Fig. 1: run 1, sizing map
Bar = 20 um.
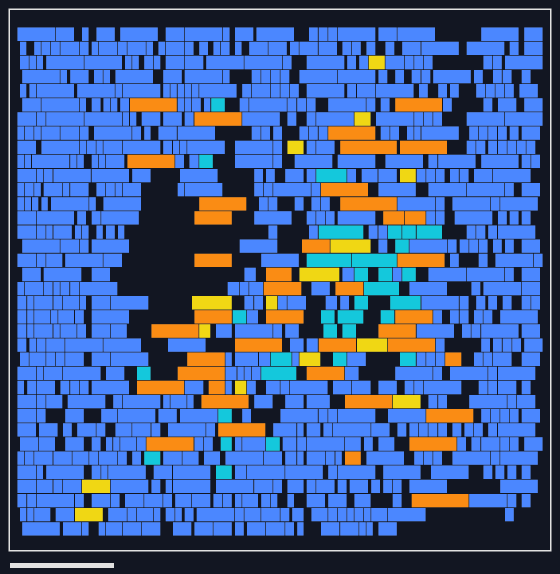
Fig. 2: run 1, routed clock nets over the placement
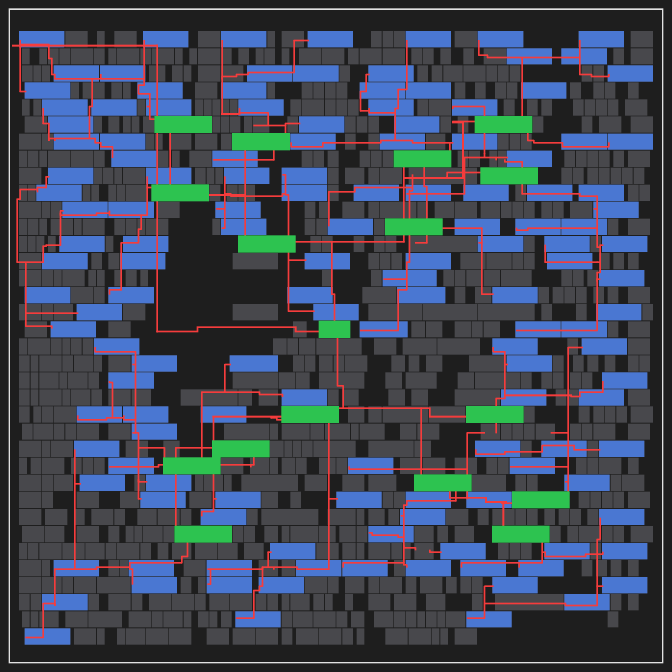
Fig. 3: run 1, I/O pins on the die edge
Pins as bars across the die edge, other pins in grey.
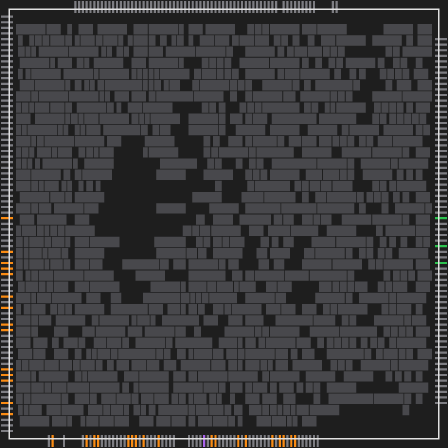
Fig. 4: run 1, the metal 4 layer
Bar = 20 um.
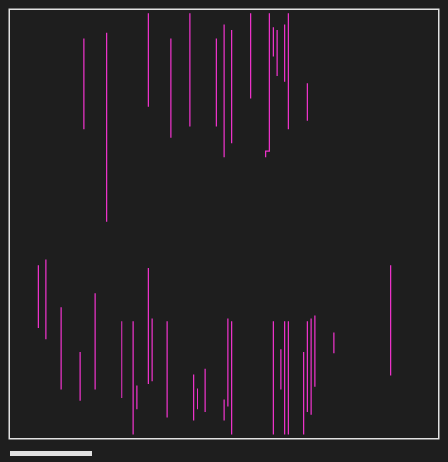
<file path="src/rtl/memory_arbiter.sv">
// memory_arbiter: shares one single-port memory between the instruction-fetch
// port and the data port of the pipeline. Data accesses win over fetches.
//
// Handshake: a requester raises its request (if_req, or d_read/d_write) and
// holds it with stable address/data until its ready output pulses for exactly
// one cycle. Ready pulses even if the request was dropped early; the access is
// never cancelled except by reset. Toward memory, mem_en is a one-cycle strobe
// and mem_rdata is sampled exactly LATENCY cycles after it.
module memory_arbiter #(
  parameter int ADDR_WIDTH = 32,
  parameter int DATA_WIDTH = 32,
  parameter int LATENCY    = 2
) (
  input  logic                  clock,
  input  logic                  reset,
  input  logic                  if_req,
  input  logic [ADDR_WIDTH-1:0] if_addr,
  output logic [DATA_WIDTH-1:0] if_rdata,
  output logic                  if_ready,
  input  logic                  d_read,
  input  logic                  d_write,
  input  logic [ADDR_WIDTH-1:0] d_addr,
  input  logic [DATA_WIDTH-1:0] d_wdata,
  output logic [DATA_WIDTH-1:0] d_rdata,
  output logic                  d_ready,
  output logic                  mem_en,
  output logic                  mem_we,
  output logic [ADDR_WIDTH-1:0] mem_addr,
  output logic [DATA_WIDTH-1:0] mem_wdata,
  input  logic [DATA_WIDTH-1:0] mem_rdata,
  output logic                  Stall,
  output logic [2:0]            dbg_state
);

  typedef enum logic [2:0] {
    IDLE   = 3'd0,
    BUSY_D = 3'd1,
    BUSY_I = 3'd2,
    RESP_D = 3'd3,
    RESP_I = 3'd4
  } state_t;

  localparam logic [3:0] LAT = 4'(LATENCY);

  state_t     state;
  logic [3:0] cnt;
  logic       write;

  // Arbitration FSM: grant, strobe memory once, wait LATENCY, capture, pulse ready.
  always_ff @(posedge clock) begin
    if (!reset) begin
      state     <= IDLE;
      cnt       <= 4'd0;
      write     <= 1'b0;
      if_ready  <= 1'b0;
      d_ready   <= 1'b0;
      mem_en    <= 1'b0;
      mem_we    <= 1'b0;
      mem_addr  <= '0;
      mem_wdata <= '0;
      if_rdata  <= '0;
      d_rdata   <= '0;
    end else begin
      case (state)
        IDLE: begin
          if (d_read || d_write) begin
            // A simultaneous read+write is a store.
            state    <= BUSY_D;
            mem_addr <= d_addr;
            if (d_write) mem_wdata <= d_wdata;
            cnt      <= 4'd0;
            write    <= d_write;
            mem_en   <= 1'b1;
            mem_we   <= d_write;
          end else if (if_req) begin
            state    <= BUSY_I;
            mem_addr <= if_addr;
            cnt      <= 4'd0;
            write    <= 1'b0;
            mem_en   <= 1'b1;
            mem_we   <= 1'b0;
          end
        end
        BUSY_D, BUSY_I: begin
          // The strobe only lives in the cnt=0 cycle.
          mem_en <= 1'b0;
          mem_we <= 1'b0;
          cnt    <= cnt + 4'd1;
          if (cnt == LAT) begin
            if (state == BUSY_D) begin
              if (!write) d_rdata <= mem_rdata;
              d_ready <= 1'b1;
              state   <= RESP_D;
            end else begin
              if_rdata <= mem_rdata;
              if_ready <= 1'b1;
              state    <= RESP_I;
            end
          end
        end
        RESP_D, RESP_I: begin
          if_ready <= 1'b0;
          d_ready  <= 1'b0;
          state    <= IDLE;
        end
        default: state <= IDLE;
      endcase
    end
  end

  // Freeze the pipeline while any port has a request not yet acknowledged.
  always_comb begin
    Stall = reset & ((if_req & ~if_ready) | ((d_read | d_write) & ~d_ready));
  end

  assign dbg_state = state;

endmodule
</file>
<file path="config.mk">
export PLATFORM = sky130hd
export DESIGN_NAME = memory_arbiter
export DESIGN_NICKNAME = d
export VERILOG_FILES = /design/src/rtl/memory_arbiter.sv
export SDC_FILE = /design/constraint.sdc
export NUM_CORES = 1
export LEC_CHECK = 0
export CORE_UTILIZATION = 54
export DETAILED_ROUTE_END_ITERATION = 10
export DONT_BUFFER_PORTS = 1
export PLACE_DENSITY = 0.72
export SLEW_MARGIN = 20
export SYNTH_ARGS = -nofsm -noshare
export SYNTH_HDL_FRONTEND = slang
export SYNTH_SLANG_ARGS = --single-unit
export TNS_END_PERCENT = 50
</file>
<file path="constraint.sdc">
create_clock -name clock -period 1.6 [get_ports clock]
set_input_delay 0.16 -clock clock [delete_from_list [all_inputs] [get_ports clock]]
set_output_delay 0.16 -clock clock [all_outputs]
set_load 0.01 [all_outputs]
</file>
==> flow_summary_export.csv, run 1 <==
group,metric,value,unit
status,result_of_the_run,"finished with violations",
status,violations,"negative setup slack",
clock_tree,insertion_delay,0.51,ns
routing,via_count,6003,
placed_design,placement.cell_area,5820,um2
synth,synthMuxAreaShare,0.201,%
final_layout,flop_area,2810,um2
synth,top_ff_cell_synth,"sky130_fd_sc_hd__dfxtp_1",
final_timing,finalSetupViolCount,12,
power,post-layout-total-power,9440,uW
routing,drt_initial_violations,496,
worst_setup_path,worst_ep_required_time,1.99,ns
final_timing,max_slew.worst_pin.slew,0.987,ns
final_layout,fillers,591,
routing,top_layer,"met4",
routing,dr_wl_met2,9610,um
placed_design,placement.io_buffers,0,
final_timing,worst_slack,-0.0349,ns
power,net_sw_power,2640,uW
global_route,grt_max_degree,66,
worst_setup_path,critical_path_buf_inv_count,2,
About Fig. 1:
| size | colour | cells |
|---|---|---|
| drive 6 and up | orange | 41 |
| drive 2 | yellow | 15 |
| drive 3 to 4 | cyan | 32 |
| drive 1 or less | blue | 726 |

About Fig. 2:
[clock wires] red | length: 1510 um
[flip-flops] blue | count: 140
[cells driving clock nets] green | count: 17
routed clock nets: 18
flops lie: widely spread

About Fig. 3:
| port | colour | pins | direction | edge |
|---|---|---|---|---|
| if_addr | orange | 32 | input | 18 south, 14 west |
| mem_en | purple | 1 | output | south |
| dbg_state | green | 3 | output | east |
all pins by edge: 75 west, 66 east, 65 north, 63 south

About Fig. 4:
longest straight run: 45.6 um
wire length on this layer: 833 um
main direction: vertical
nets with wire on the layer: 40

==> run 2: changes to the inputs <==
--- a/config.mk
+++ b/config.mk
@@ -9,7 +9,6 @@
 export DETAILED_ROUTE_END_ITERATION = 10
 export DONT_BUFFER_PORTS = 1
 export PLACE_DENSITY = 0.72
-export SLEW_MARGIN = 20
 export SYNTH_ARGS = -nofsm -noshare
 export SYNTH_HDL_FRONTEND = slang
 export SYNTH_SLANG_ARGS = --single-unit
Fig. 5: run 2, I/O pins on the die edge
Pins as bars across the die edge, other pins in grey.
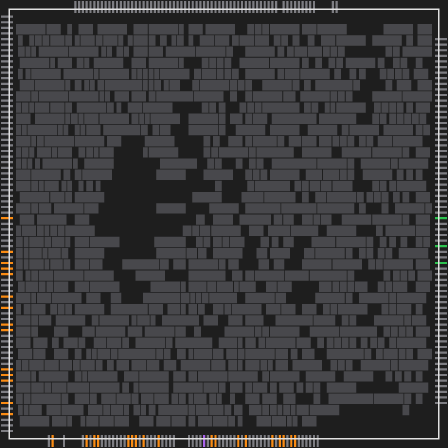
| port | colour | pins | direction | edge |
|---|---|---|---|---|
| if_addr | orange | 32 | input | 18 south, 14 west |
| dbg_state | green | 3 | output | east |
| mem_en | purple | 1 | output | south |
all pins by edge: 75 west, 66 east, 65 north, 63 south

==> run 2 against run 1 <==
  * The run still ends with negative setup slack left
  * Cell count unchanged
  * Sequential cell count unchanged
  * First-iteration DRC count unchanged
  * Critical path depth unchanged
  * Clock power about the same
  * Non-clock buffer count unchanged
  * Sequential share of layout area unchanged
  * Via count unchanged
  * Combinational power about the same
  * Critical path type unchanged
  * Critical endpoint unchanged
  * Largest cell class unchanged
  * Largest power group unchanged
==> flow_summary_export.csv, run 2 <==
group,metric,value,unit
routing,avgViaCountPerCell,6.34,
floorplan,die-width,104,um
status,violations,"negative setup slack",
power,post-layout-total-power,9440,uW
placed_design,placement.io_buffers,0,
final_timing,finalSetupViolCount,12,
synth,synth_xor_xnor_area_share,0.290,%
final_timing,worst_slack,-0.0349,ns
routing,drt.antenna.violating_nets,0,
worst_setup_path,critical_path_buf_inv_count,2,
synth,yosys.stat.chipArea,5610,um2
final_layout,layout-drive-gt1-share,10.8,%
synth,yosys.cell_count.top_type,"sky130_fd_sc_hd__dfxtp_1",
synth,largest_family_of_logic_cells_by_area,"AND-OR/OR-AND gates",
worst_setup_path,r2r-end,"d_rdata[15]",
final_timing,max_slew.worst_pin.slew,0.987,ns
routing,dr_wl_met2,9610,um
min_path,holdPathStages,3,
final_layout,flop_area,2810,um2
synth,common_cells,"140 x sky130_fd_sc_hd__dfxtp_1, 133 x sky130_fd_sc_hd__a21oi_1, 101 x sky130_fd_sc_hd__nand2_1, 89 x sky130_fd_sc_hd__o21ai_0, 65 x sky130_fd_sc_hd__nand3_1",
global_route,grt_pass1_wl,29200,um
final_layout,comb_area_share,32.5,%
routing,via_count,6003,
placed_design,place.gp.congestion,0.836,
min_path,hold_path_class,"in -> reg",
worst_setup_path,worst_ep_required_time,1.99,ns
worst_setup_path,worst_path_top_cell_family_by_delay,"simple AND/OR/NAND/NOR gates",
placed_design,placement.cell_area,5820,um2
routing,drt_initial_violations,496,
power,maxPowerGroup,"registers",
routing,route.final.wire_length,19600,um
final_layout,stdcell_count,947,
status,result_of_the_run,"finished with violations",
synth,synthMuxAreaShare,0.201,%
global_route,grt_max_degree,66,
power,power.combinational.total,1580,uW
routing,top_layer,"met4",
power,net_sw_power,2640,uW
final_layout,layout_top_cells_excl_fill_tap,"136 x sky130_fd_sc_hd__dfxtp_1, 133 x sky130_fd_sc_hd__a21oi_1, 131 x sky130_fd_sc_hd__dlygate4sd3_1",
placed_design,dp_worst_setup_slack,-0.0000888,ns
worst_setup_path,timing.critical_path.fanout_max,32,
floorplan,number_of_well_taps,133,
final_layout,fillers,591,
synth,top_ff_cell_synth,"sky130_fd_sc_hd__dfxtp_1",
Fig. 6: run 2, clock wiring as the flow saved it
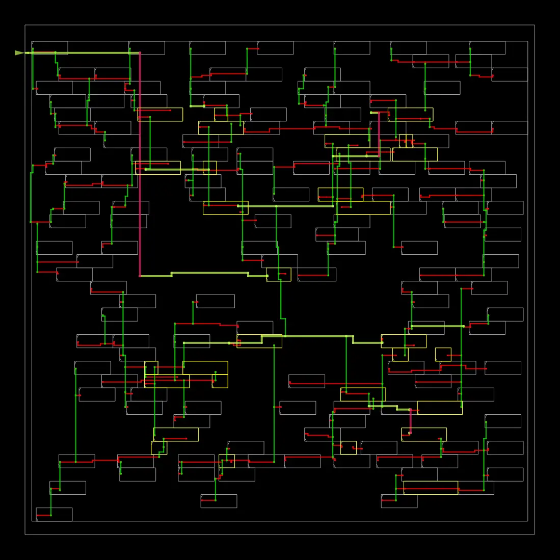
clock latency at the later pin of the worst-skew pair: 0.51 ns
Clock Skews: 0.00687 ns

Fig. 7: run 2, the metal 4 layer
Bar = 20 um.
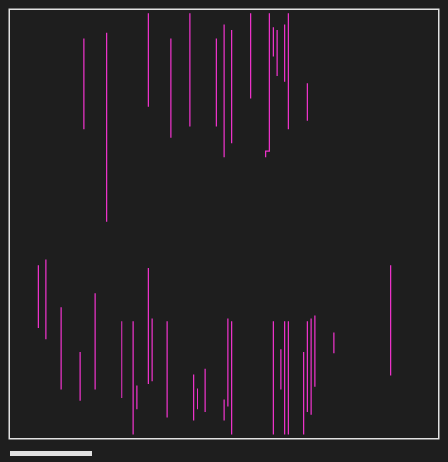

==> run 3: changes to the inputs <==
==> constraint.sdc (replaced) <==
create_clock -name clock -period 1.4 [get_ports clock]
set_input_delay 0.14 -clock clock [delete_from_list [all_inputs] [get_ports clock]]
set_output_delay 0.14 -clock clock [all_outputs]
set_load 0.01 [all_outputs]
Fig. 8: run 3, the metal 4 layer
Bar = 20 um.
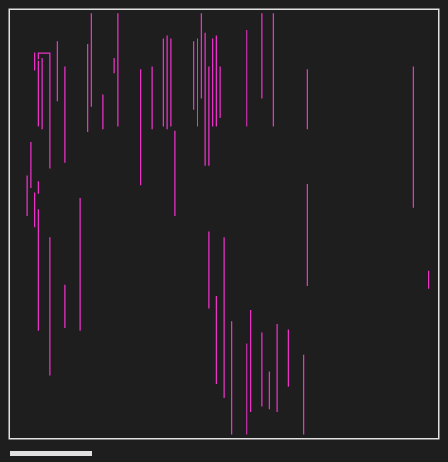
main direction: vertical
wire length on this layer: 1000 um
share of all routed wire: 4.5%
longest straight run: 38.8 um
nets with wire on the layer: 49

Fig. 9: run 3, clock wiring as the flow saved it
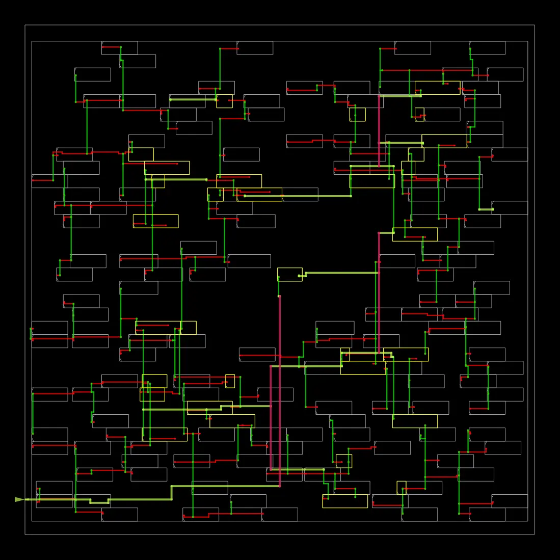
clock latency at the later pin of the worst-skew pair: 0.53 ns
FFs & Latches: 140

==> run 3 against run 2 <==
  * The run still ends with negative setup slack left
  * Non-clock buffer count up 31
  * Die size unchanged
  * Clock-buffer cell count rose by 1
  * Sequential cell count did not move
  * Cell count up 3.3%
  * Combinational power rose by 39%
  * Total power is 15% higher
  * Wire length up 15%
  * Sequential power grew 15%
  * Global-route usage grew 1.2 points
  * Largest power group unchanged
==> flow_summary_export.csv, run 3 <==
group,metric,value,unit
status,result_of_the_run,"finished with violations",
status,violations,"negative setup slack",
final_timing,max_slew.worst_pin.slew,1.03,ns
routing,via_count,6436,
final_timing,skew,0.00800,ns
synth,synthMuxAreaShare,0.201,%
worst_setup_path,timing.critical_path.fanout_max,7,
power,net_sw_power,3300,uW
worst_setup_path,critical_path_buf_inv_count,3,
placed_design,place.gp.congestion,0.826,
final_timing,finalSetupViolCount,102,
worst_setup_path,worst_path_top_cell_family_by_delay,"AND-OR/OR-AND gates",
power,post-layout-total-power,10900,uW
final_timing,worst_slack,-0.247,ns
routing,avgViaCountPerCell,6.58,
global_route,grt_pass1_wl,30400,um
routing,drt.antenna.violating_nets,0,
min_path,holdPathStages,3,
worst_setup_path,r2r-end,"mem_addr[1]",
power,maxPowerGroup,"registers",
routing,drt_initial_violations,899,
final_layout,comb_area_share,33.4,%
routing,route.final.wire_length,22400,um
No activity file was given, so power comes from the tool's default toggle rates.
